### config.mk
export PLATFORM = sky130hd
export DESIGN_NAME = sample_frame_player
export DESIGN_NICKNAME = d
export VERILOG_FILES = /design/src/rtl/enet_pkg.sv /design/src/rtl/pingpong_bank.sv /design/src/rtl/sample_frame_player.sv
export SDC_FILE = /design/constraint.sdc
export NUM_CORES = 1
export LEC_CHECK = 0
export ABC_AREA = 1
export CAP_MARGIN = 20
export CORE_MARGIN = 4
export CORE_UTILIZATION = 55
export CTS_CLUSTER_SIZE = 24
export DETAILED_ROUTE_END_ITERATION = 10
export PLACE_DENSITY = 0.72
export SYNTH_ARGS = -nofsm -noshare
export SYNTH_HDL_FRONTEND = slang
export SYNTH_SLANG_ARGS = --single-unit
### constraint.sdc
create_clock -name CLK -period 3.33 [get_ports CLK]
set_input_delay 0.666 -clock CLK [delete_from_list [all_inputs] [get_ports CLK]]
set_output_delay 0.666 -clock CLK [all_outputs]
set_load 0.005 [all_outputs]
### src/rtl/enet_pkg.sv
// Shared constants and state types for the GPIO sample transport.
//   SAMPLE_W         : width of one GPIO sample word
//   FRAME_LEN        : sample words carried by one Ethernet frame
//   TICKS_PER_SAMPLE : clocks between consecutive samples (capture and replay)
//   wr_state_e       : receive-side write FSM states
//   rd_state_e       : playback read FSM states
package enet_pkg;

  localparam int SAMPLE_W         = 16;
  localparam int FRAME_LEN        = 18;
  localparam int TICKS_PER_SAMPLE = 557;

  localparam int IDX_W  = $clog2(FRAME_LEN);
  localparam int TICK_W = $clog2(TICKS_PER_SAMPLE);

  typedef enum logic {
    WR_FILL = 1'b0,
    WR_DROP = 1'b1
  } wr_state_e;

  typedef enum logic {
    RD_IDLE = 1'b0,
    RD_PLAY = 1'b1
  } rd_state_e;

endpackage

### src/rtl/pingpong_bank.sv
// Two-bank frame store with per-bank full flags.
// The write side always fills the bank after the last committed one; the read
// side always plays the bank after the last released one, so frames come out
// in arrival order.
// Ports:
//   CLK, RST_N     : clock, asynchronous active-low reset
//   i_wr_en        : store i_wr_data at the write index of the write bank
//   i_wr_data      : word to store
//   i_wr_last      : stored word carries the end-of-frame mark
//   o_wr_full      : current write bank holds an unplayed frame
//   o_wr_at_end    : write index is on the final word slot
//   i_rd_take      : consume the word at the read index
//   o_rd_data      : word at the read index of the read bank
//   o_rd_full      : current read bank holds a complete frame
//   o_rd_last      : read index is on the final word slot
//   o_rd_at_start  : read index is on word 0 (a new frame is due)
module pingpong_bank
  import enet_pkg::*;
(
  input  logic                CLK,
  input  logic                RST_N,
  input  logic                i_wr_en,
  input  logic [SAMPLE_W-1:0] i_wr_data,
  input  logic                i_wr_last,
  output logic                o_wr_full,
  output logic                o_wr_at_end,
  input  logic                i_rd_take,
  output logic [SAMPLE_W-1:0] o_rd_data,
  output logic                o_rd_full,
  output logic                o_rd_last,
  output logic                o_rd_at_start
);

  localparam logic [IDX_W-1:0] LAST_IDX = IDX_W'(FRAME_LEN - 1);

  logic [SAMPLE_W-1:0] r_mem [2][FRAME_LEN];
  logic [1:0]          r_full;
  logic                r_wr_bank;
  logic                r_rd_bank;
  logic [IDX_W-1:0]    r_wr_idx;
  logic [IDX_W-1:0]    r_rd_idx;

  logic                w_commit;
  logic                w_release;
  logic [1:0]          w_full_nxt;

  assign o_wr_full     = r_full[r_wr_bank];
  assign o_wr_at_end   = (r_wr_idx == LAST_IDX);
  assign o_rd_data     = r_mem[r_rd_bank][r_rd_idx];
  assign o_rd_full     = r_full[r_rd_bank];
  assign o_rd_last     = (r_rd_idx == LAST_IDX);
  assign o_rd_at_start = (r_rd_idx == '0);

  assign w_commit  = i_wr_en & i_wr_last & o_wr_at_end;
  assign w_release = i_rd_take & o_rd_last;

  // Commit and release never target the same bank: writes only go to a free
  // bank and releases only come from a full one.
  always_comb begin
    w_full_nxt = r_full;
    if (w_commit)  w_full_nxt[r_wr_bank] = 1'b1;
    if (w_release) w_full_nxt[r_rd_bank] = 1'b0;
  end

  // Sample storage is not reset; a cleared full flag is what discards it.
  always_ff @(posedge CLK) begin
    if (i_wr_en) r_mem[r_wr_bank][r_wr_idx] <= i_wr_data;
  end

  always_ff @(posedge CLK or negedge RST_N) begin
    if (!RST_N) begin
      r_full    <= '0;
      r_wr_bank <= 1'b0;
      r_rd_bank <= 1'b0;
      r_wr_idx  <= '0;
      r_rd_idx  <= '0;
    end else begin
      r_full <= w_full_nxt;
      // Any end-of-frame mark or a full slot count restarts the write index,
      // whether the frame was good or is being thrown away.
      if (i_wr_en) begin
        if (i_wr_last || o_wr_at_end) r_wr_idx <= '0;
        else                          r_wr_idx <= r_wr_idx + 1'b1;
        if (w_commit) r_wr_bank <= ~r_wr_bank;
      end
      if (i_rd_take) begin
        if (o_rd_last) begin
          r_rd_idx  <= '0;
          r_rd_bank <= ~r_rd_bank;
        end else begin
          r_rd_idx  <= r_rd_idx + 1'b1;
        end
      end
    end
  end

endmodule

### src/rtl/sample_frame_player.sv
// Replays received GPIO sample frames on a parallel output at the fixed
// sample cadence. Frames arrive as a valid/ready word stream and are
// double-buffered so the next frame loads while the current one plays.
// Ports:
//   CLK, RST_N    : clock, asynchronous active-low reset
//   in_data       : incoming sample word
//   in_valid      : in_data valid
//   in_last       : final word of a frame (qualified by in_valid)
//   in_ready      : word accepted when in_valid && in_ready
//   gpio_out      : replayed sample, held between strobes
//   sample_strobe : one-cycle pulse when gpio_out takes a new word
//   frame_done    : one-cycle pulse with the last word of a frame
//   underrun      : one-cycle pulse when playback runs out of frames
//   frame_error   : one-cycle pulse when a frame is discarded for bad length
module sample_frame_player
  import enet_pkg::*;
(
  input  logic                CLK,
  input  logic                RST_N,
  input  logic [SAMPLE_W-1:0] in_data,
  input  logic                in_valid,
  input  logic                in_last,
  output logic                in_ready,
  output logic [SAMPLE_W-1:0] gpio_out,
  output logic                sample_strobe,
  output logic                frame_done,
  output logic                underrun,
  output logic                frame_error
);

  localparam logic [TICK_W-1:0] TICK_MAX = TICK_W'(TICKS_PER_SAMPLE - 1);

  wr_state_e           r_wr_state;
  wr_state_e           w_wr_state_nxt;
  rd_state_e           r_rd_state;
  rd_state_e           w_rd_state_nxt;
  logic [TICK_W-1:0]   r_tick;

  logic [SAMPLE_W-1:0] r_gpio;
  logic                r_strobe;
  logic                r_done;
  logic                r_under;
  logic                r_ferr;

  logic                w_in_ready;
  logic                w_hs;
  logic                w_store;
  logic                w_wr_err;
  logic                w_wr_full;
  logic                w_wr_at_end;
  logic                w_tick_wrap;
  logic                w_take;
  logic                w_under;
  logic [SAMPLE_W-1:0] w_rd_data;
  logic                w_rd_full;
  logic                w_rd_last;
  logic                w_rd_at_start;

  pingpong_bank u_bank (
    .CLK           (CLK),
    .RST_N         (RST_N),
    .i_wr_en       (w_store),
    .i_wr_data     (in_data),
    .i_wr_last     (in_last),
    .o_wr_full     (w_wr_full),
    .o_wr_at_end   (w_wr_at_end),
    .i_rd_take     (w_take),
    .o_rd_data     (w_rd_data),
    .o_rd_full     (w_rd_full),
    .o_rd_last     (w_rd_last),
    .o_rd_at_start (w_rd_at_start)
  );

  // While dropping, words are swallowed regardless of bank state.
  assign w_in_ready  = (r_wr_state == WR_DROP) | ~w_wr_full;
  assign w_hs        = in_valid & w_in_ready;
  assign w_tick_wrap = (r_tick == TICK_MAX);

  assign in_ready      = w_in_ready;
  assign gpio_out      = r_gpio;
  assign sample_strobe = r_strobe;
  assign frame_done    = r_done;
  assign underrun      = r_under;
  assign frame_error   = r_ferr;

  // ---------------- write FSM ----------------
  always_ff @(posedge CLK or negedge RST_N) begin
    if (!RST_N) r_wr_state <= WR_FILL;
    else        r_wr_state <= w_wr_state_nxt;
  end

  always_comb begin
    w_wr_state_nxt = r_wr_state;
    case (r_wr_state)
      WR_FILL: if (w_hs && w_wr_at_end && !in_last) w_wr_state_nxt = WR_DROP;
      WR_DROP: if (w_hs && in_last)                 w_wr_state_nxt = WR_FILL;
      default: w_wr_state_nxt = WR_FILL;
    endcase
  end

  // A frame is bad when the end mark and the final slot disagree.
  always_comb begin
    w_store  = 1'b0;
    w_wr_err = 1'b0;
    if (r_wr_state == WR_FILL) begin
      w_store  = w_hs;
      w_wr_err = w_hs & (in_last ^ w_wr_at_end);
    end
  end

  // ---------------- read FSM ----------------
  always_ff @(posedge CLK or negedge RST_N) begin
    if (!RST_N) r_rd_state <= RD_IDLE;
    else        r_rd_state <= w_rd_state_nxt;
  end

  // In PLAY a read index of 0 means the previous frame has been released and
  // the next boundary needs a freshly full bank.
  always_comb begin
    w_rd_state_nxt = r_rd_state;
    case (r_rd_state)
      RD_IDLE: if (w_rd_full) w_rd_state_nxt = RD_PLAY;
      RD_PLAY: if (w_tick_wrap && w_rd_at_start && !w_rd_full)
                 w_rd_state_nxt = RD_IDLE;
      default: w_rd_state_nxt = RD_IDLE;
    endcase
  end

  always_comb begin
    w_take  = 1'b0;
    w_under = 1'b0;
    case (r_rd_state)
      RD_IDLE: w_take = w_rd_full;
      RD_PLAY: begin
        if (w_tick_wrap) begin
          if (!w_rd_at_start || w_rd_full) w_take  = 1'b1;
          else                             w_under = 1'b1;
        end
      end
      default: ;
    endcase
  end

  // Counter sits at 0 while idle so the first boundary after a start is a
  // full sample period away.
  always_ff @(posedge CLK or negedge RST_N) begin
    if (!RST_N)                                  r_tick <= '0;
    else if (r_rd_state == RD_PLAY && !w_tick_wrap) r_tick <= r_tick + 1'b1;
    else                                         r_tick <= '0;
  end

  // ---------------- output registers ----------------
  always_ff @(posedge CLK or negedge RST_N) begin
    if (!RST_N) begin
      r_gpio   <= '0;
      r_strobe <= 1'b0;
      r_done   <= 1'b0;
      r_under  <= 1'b0;
      r_ferr   <= 1'b0;
    end else begin
      if (w_take) r_gpio <= w_rd_data;
      r_strobe <= w_take;
      r_done   <= w_take & w_rd_last;
      r_under  <= w_under;
      r_ferr   <= w_wr_err;
    end
  end

endmodule

### Where the registers sit

The bar under the picture is 50 um long.
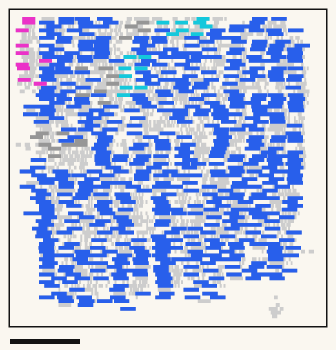
- magenta: r_tick (placed flops 10; where north-west)
- blue: u_bank.r_mem (placed flops 576; where spread over the die)
- cyan: gpio_out (placed flops 16; where north)
- not coloured: 20

### Cell classes on the final placement

The bar under the picture is 50 um long.
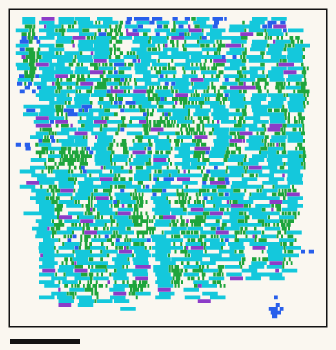
- green: all other logic (cells 1574)
- blue: other buffers and delay cells (cells 116)
- purple: clock drivers and dummy loads (cells 105)
- cyan: flip-flops (cells 622)

==> results.toml <==
# generated from flow reports
[finish]
comb_area_um2 = 6210
fillers = 3623
comb_area_share_pct = 21.4
logic_gates = 1393
fin_util_pct = 62.2

[final_timing]
fin_skew_ns = 0.0173
post-route-period-util_pct = 84.2
rsz0062_at_grt = "false"

[synth]
fa_ha_area_share_pct = 0.482
ys_warn_count = 0
synth.area.mux_share_pct = 0
most_common_cell = "nand2_1"
synth_flops = 622
common_cells = "697 x nand2_1, 576 x edfxtp_1, 288 x nand3_1"
ys_cells = 2321
top_logic_kind = "simple AND/OR/NAND/NOR gates"
synthCells = 2321
synth_area_um2 = 26000
async_reset_ff_share_pct = 7.40
ys_chip_area_um2 = 26000

[floorplan]
die_y_um = 225

[status]
status = "completed"

[pwr]
power_leader = "sequential cells"
pwr-share-seq_pct = 45.4
powerSeq_mw = 9.19
p_comb_mw = 4.46

[place]
io_buffers = 40
gp_congestion = 0.874

[global_route]
antenna_found_initial = 0
use_met2_pct = 41.6
gr-total-overflow = 0

[cts]
hold_buffers = 0
h-tree-depth = 2
cts.clk_slew.worst_paths_ns = 0.07

[detailed_routing]
drc_errors = 0
dr.pass1.iters = 7

[critical_path]
r2r-start = "r_tick[0]"
worst_setup_path_start_kind = "register"

[flow_run]
drv_cap = 0
### Track usage over the die

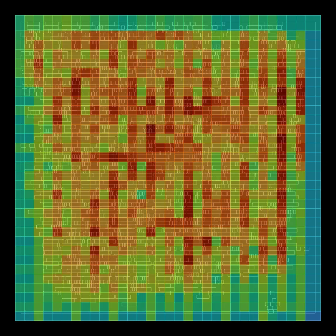
M1 GR Usage: 37.3%
GRT busiest layer: met2

### Gate families picked out

The bar under the picture is 50 um long.
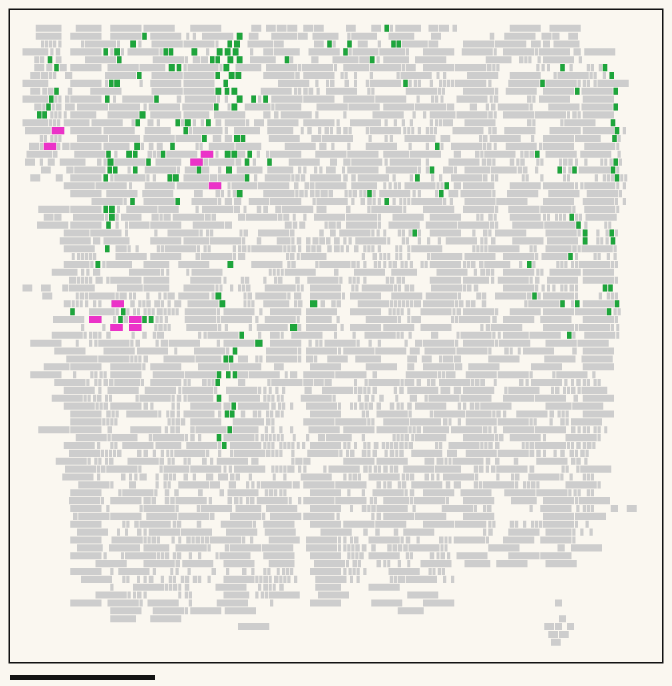
- magenta: adder and majority cells (cells 10; most used ha_1)
- green: inverting AOI/OAI gates (cells 160; most used o21ai_0)

-- through the flow --
step	cells	power, mW	hold slack, ns	setup WS (ns)	area [um2]
6_report	3024	20.2	0.0635	0.525	29000
5_1_grt	3024	21.0	0.0959	0.208	29000
4_1_cts	3024	20.2	0.0509	0.584	29000
2_1_floorplan	2321	11.9	0.370	0.561	26000
3_5_place_dp	2919	13.7	0.496	0.449	27200
3_3_place_gp	2919	13.7	0.469	0.441	27200
-- flip-flops by register name (all words and copies together) (netlist names), 2 cells and up --
register         cells
r_tick              10
u_bank.r_wr_idx      5
u_bank.r_mem       576
u_bank.r_rd_idx      5
u_bank.r_full        2
gpio_out            16
Power and IR drop assume default switching activity.
